$ cat config.mk
export PLATFORM = sky130hd
export DESIGN_NAME = gruel_vend_ctrl
export DESIGN_NICKNAME = d
export VERILOG_FILES = /design/src/rtl/gruel_pkg.sv /design/src/rtl/gruel_vend_ctrl_coin_value.sv /design/src/rtl/gruel_vend_ctrl.sv
export SDC_FILE = /design/constraint.sdc
export NUM_CORES = 1
export LEC_CHECK = 0
export CORE_UTILIZATION = 50
export DETAILED_ROUTE_END_ITERATION = 10
export GPL_ROUTABILITY_DRIVEN = 0
export PLACE_DENSITY = 0.89
export SYNTH_ARGS = -nofsm -noshare
export SYNTH_HDL_FRONTEND = slang
export SYNTH_SLANG_ARGS = --single-unit
$ cat constraint.sdc
create_clock -name clk50 -period 3.3 [get_ports clk50]
set_input_delay 0.825 -clock clk50 [delete_from_list [all_inputs] [get_ports clk50]]
set_output_delay 0.825 -clock clk50 [all_outputs]
set_load 0.03 [all_outputs]
$ cat src/rtl/gruel_pkg.sv
// Shared types and coin values for the gruel vending controller.
package gruel_pkg;

   typedef enum logic [1:0] {
      NONE     = 2'd0,
      SHILLING = 2'd1,
      FLORIN   = 2'd2,
      CROWN    = 2'd3
   } coin_t;

   localparam logic [2:0] VAL_SHILLING = 3'd1;
   localparam logic [2:0] VAL_FLORIN   = 3'd2;
   localparam logic [2:0] VAL_CROWN    = 3'd5;

   typedef enum logic [1:0] {
      IDLE    = 2'd0,
      COLLECT = 2'd1,
      VEND    = 2'd2,
      CHANGE  = 2'd3
   } vend_state_t;

endpackage

$ cat src/rtl/gruel_vend_ctrl_coin_value.sv
// Combinational map from coin code to its value in shillings.
module coin_value
   import gruel_pkg::*;
(
   input  coin_t      coin,
   output logic [2:0] value
);

   always_comb begin
      value = 3'd0;
      case (coin)
         SHILLING: value = VAL_SHILLING;
         FLORIN:   value = VAL_FLORIN;
         CROWN:    value = VAL_CROWN;
         default:  value = 3'd0;
      endcase
   end

endmodule

$ cat src/rtl/gruel_vend_ctrl.sv
// Coin-operated gruel vending FSM: collects credit, requests a vend, pays change
// in florins/shillings. All outputs come straight from flops.
module gruel_vend_ctrl
   import gruel_pkg::*;
#(
   parameter int PRICE      = 3,
   parameter int CREDIT_W   = 4,
   parameter int MAX_CREDIT = 2**CREDIT_W - 1
) (
   input  logic                clk50,
   input  logic                reset,
   input  logic                coin_strobe,
   input  logic [1:0]          coin_type,
   input  logic                cancel,
   input  logic                gruel_ack,
   input  logic                change_ack,
   output logic [CREDIT_W-1:0] credit,
   output logic                gruel,
   output logic                change_valid,
   output logic [1:0]          change_coin,
   output logic                coin_reject,
   output logic [1:0]          state_dbg
);

   // Extra headroom so credit + crown never wraps before the limit check.
   localparam int SUM_W = CREDIT_W + 3;

   vend_state_t         state, state_n;
   logic [CREDIT_W-1:0] credit_n;
   logic                reject_n;
   logic [1:0]          change_coin_n;
   coin_t               coin_in;
   logic [2:0]          coin_val;
   logic                coin_valid;
   logic [SUM_W-1:0]    sum;
   logic [CREDIT_W-1:0] change_val;

   assign coin_in    = coin_t'(coin_type);
   assign coin_valid = coin_strobe && (coin_in != NONE);
   assign sum        = SUM_W'(credit) + SUM_W'(coin_val);
   assign change_val = (credit > CREDIT_W'(1)) ? CREDIT_W'(2) : CREDIT_W'(1);

   coin_value u_coin_value (
      .coin  (coin_in),
      .value (coin_val)
   );

   always_comb begin
      state_n  = state;
      credit_n = credit;
      reject_n = 1'b0;
      case (state)
         IDLE, COLLECT: begin
            // A simultaneous cancel beats the coin, which goes back to the user.
            if (state == COLLECT && cancel) begin
               state_n  = CHANGE;
               reject_n = coin_valid;
            end else if (coin_valid) begin
               if (sum <= SUM_W'(MAX_CREDIT)) begin
                  credit_n = CREDIT_W'(sum);
                  state_n  = (sum >= SUM_W'(PRICE)) ? VEND : COLLECT;
               end else begin
                  reject_n = 1'b1;
               end
            end
         end
         VEND: begin
            reject_n = coin_valid;
            if (gruel_ack) begin
               credit_n = credit - CREDIT_W'(PRICE);
               state_n  = (credit == CREDIT_W'(PRICE)) ? IDLE : CHANGE;
            end
         end
         CHANGE: begin
            reject_n = coin_valid;
            if (change_ack) begin
               credit_n = credit - change_val;
               state_n  = (credit == change_val) ? IDLE : CHANGE;
            end
         end
         default: state_n = IDLE;
      endcase
   end

   // Coin offer follows the post-edge credit, so it holds steady until acked.
   always_comb begin
      change_coin_n = 2'd0;
      if (state_n == CHANGE)
         change_coin_n = (credit_n > CREDIT_W'(1)) ? 2'd2 : 2'd1;
   end

   always_ff @(posedge clk50 or negedge reset) begin
      if (!reset) begin
         state        <= IDLE;
         credit       <= '0;
         gruel        <= 1'b0;
         change_valid <= 1'b0;
         change_coin  <= 2'd0;
         coin_reject  <= 1'b0;
         state_dbg    <= 2'd0;
      end else begin
         state        <= state_n;
         credit       <= credit_n;
         gruel        <= (state_n == VEND);
         change_valid <= (state_n == CHANGE);
         change_coin  <= change_coin_n;
         coin_reject  <= reject_n;
         state_dbg    <= 2'(state_n);
      end
   end

endmodule

==> images/congestion_map.png <==
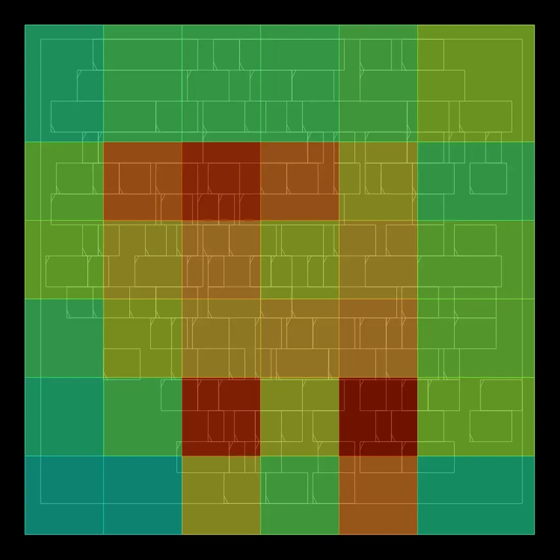
global-route met1 utilization: 31.7%
Total Routing Usage GR: 24.1%
Post-Route Utilization: 66.3%

==> images/m3.png <==
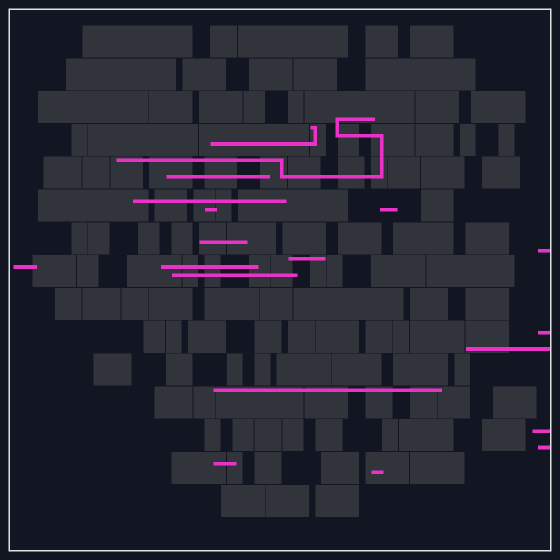
share of all routed wire: 5.8%
nets with wire on the layer: 15
wire length on this layer: 124 um
main direction: horizontal

==> results.toml <==
# flow metrics
[logic_synthesis]
synth_area_per_cell_um2 = 9.33
mappedNetlistArea_um2 = 915
ys_dominant_reg_cell = "dfrtp_1"
share_of_the_yosys_chip_area_belonging_to_registers_pct = 30.1

[final_timing]
grt_setup_unrepaired = "false"
tcrit_tclk_final_pct = 91.0
timing.slew.headroom_pct = 68.0

[cts]
max_root_sink_buffers = 2
tritoncts = "yes"
tritoncts_num_sinks = 11

[die]
core_util_floorplan_pct = 53.0
die.size.y_um = 44.8
core_um2 = 1730
fp.dieArea_um2 = 2000
die_width_um = 44.8
placement_row_count = 15

[power]
power_leakage_nw = 0.506
pwr_density_cell_nw_per_um2 = 1080

[drt]
drtIter0Drc = 20
detailedRoute.firstPassIterationCount = 4
totalWireLength_um = 2150
route.detailed.vias_per_inst = 5.78
via_count = 827

[critical_path]
crit_path_cell_trace = "clkdlybuf4s50_1 > ha_1 > inv_1 > fa_1 > nor2b_1 > o21ai_2 > nand4_1 > or3b_4 > o311a_1"
worst_r2r_startpoint = "credit[3]"
cp.buffers_inverters = 2
setup.worst_path.end_class = "register"
timing.setup.critical_path_class = "in2reg"

[final_layout]
synthesis_to_finish_area_growth_pct = 25.2
final_cell_count_no_fill = 143

[placement]
placedCellCount = 139

[run_status]
run_status = "finished clean"

[global_route]
global_route_total_overflow = 0
grt_start_max_net_pins = 15

[job]
drv.max_cap_violation_count = 0
==> images/clock_wires.png <==
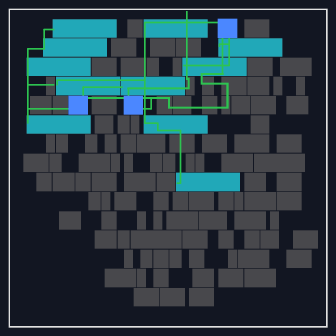
[green] clock wires | length: 168 um
[blue] clock-net drivers | count: 3
[cyan] flip-flops | count: 11
routed clock nets: 4

## path summary, 6_finish.rpt
check | endpoint | slack (ns) | cells after the start
worst max register to register | change_coin[1] | 0.47 | 9
worst min register to register | credit[0] | 0.75 | 1
min in group asynchronous | credit[1] | 0.86 | 1
worst min-delay path | credit[0] | 0.75 | 1
worst max-delay path | change_coin[1] | 0.30 | 9
max in group asynchronous | state[1] | 2.10 | 1
## power by group
part	switching (mW)	total [mW]	internal (mW)
Clock	0.0496	0.0966	0.0470
Combinational	0.466	0.841	0.375
Sequential	0.103	0.298	0.195
## area by class of cell
| type | instances | area [um2] |
|---|---|---|
| inverter | 8 | 30.0 |
| timing repair buffer | 18 | 180 |
| tap | 25 | 31.3 |
| clock buffer | 4 | 26.3 |
| sequential | 11 | 275 |
| fill | 153 | 582 |
| multi-input combinational | 77 | 602 |
## registers in the layout (all words and copies together) (netlist names)
register      cells
change_coin       2
change_valid      1
coin_reject       1
credit            4
gruel             1
state             2
## logic make-up (layout without fill, tap and decap cells)
family,after synthesis,after routing,share of synthesized area (%)
DFF,11,11,30.1
adders and majority gates,10,10,15.3
muxes,3,3,3.28
AOI/OAI and AO/OA,28,28,22.3
buffers and inverters,10,30,4.10
and+or+nand+nor,32,32,21.1
xor gates and xnor gates,4,4,3.83
## metal layers
| metal | track usage (%) | part of all wire (%) | up-vias |
|---|---|---|---|
| li1 | - | - | 396 |
| met1 | 31.7 | 43 | 396 |
| met2 | 38.2 | 49 | 30 |
| met3 | 6.40 | 5.8 | 5 |
| met4 | 9.09 | 2.0 | 0 |
| met5 | 0 | 0 | - |
## Yosys cell counts, drive strengths merged, types with 2 or more instances
master   n  area [um2]
nor2     4        15.0
nand2    8        32.5
clkbuf   2        7.51
ha       8         100
and2     2        12.5
fa       2        40.0
nor4     2        12.5
mux2i    3        30.0
xnor2    3        26.3
dfrtp   11         275
inv      8        30.0
nand2b   5        38.8
nor2b    3        18.8
o22ai    3        25.0
a21oi    7        35.0
o21ai    5        28.8
## through the flow
step / setup WS (ns) / power [mW] / hold WS (ns) / instance area [um2] / utilization [%]
floorplan: 0.572 / 0.875 / 0.529 / 915 / -
global placement: 0.119 / 1.10 / 0.733 / 1120 / 64.8
detailed placement: 0.0599 / 1.13 / 0.744 / 1120 / 64.8
CTS: 0.320 / 1.23 / 0.749 / 1140 / 66.3
global route: 0.177 / 1.33 / 0.789 / 1140 / 66.3
finish: 0.298 / 1.24 / 0.754 / 1140 / 66.3
Power and IR drop assume default switching activity.
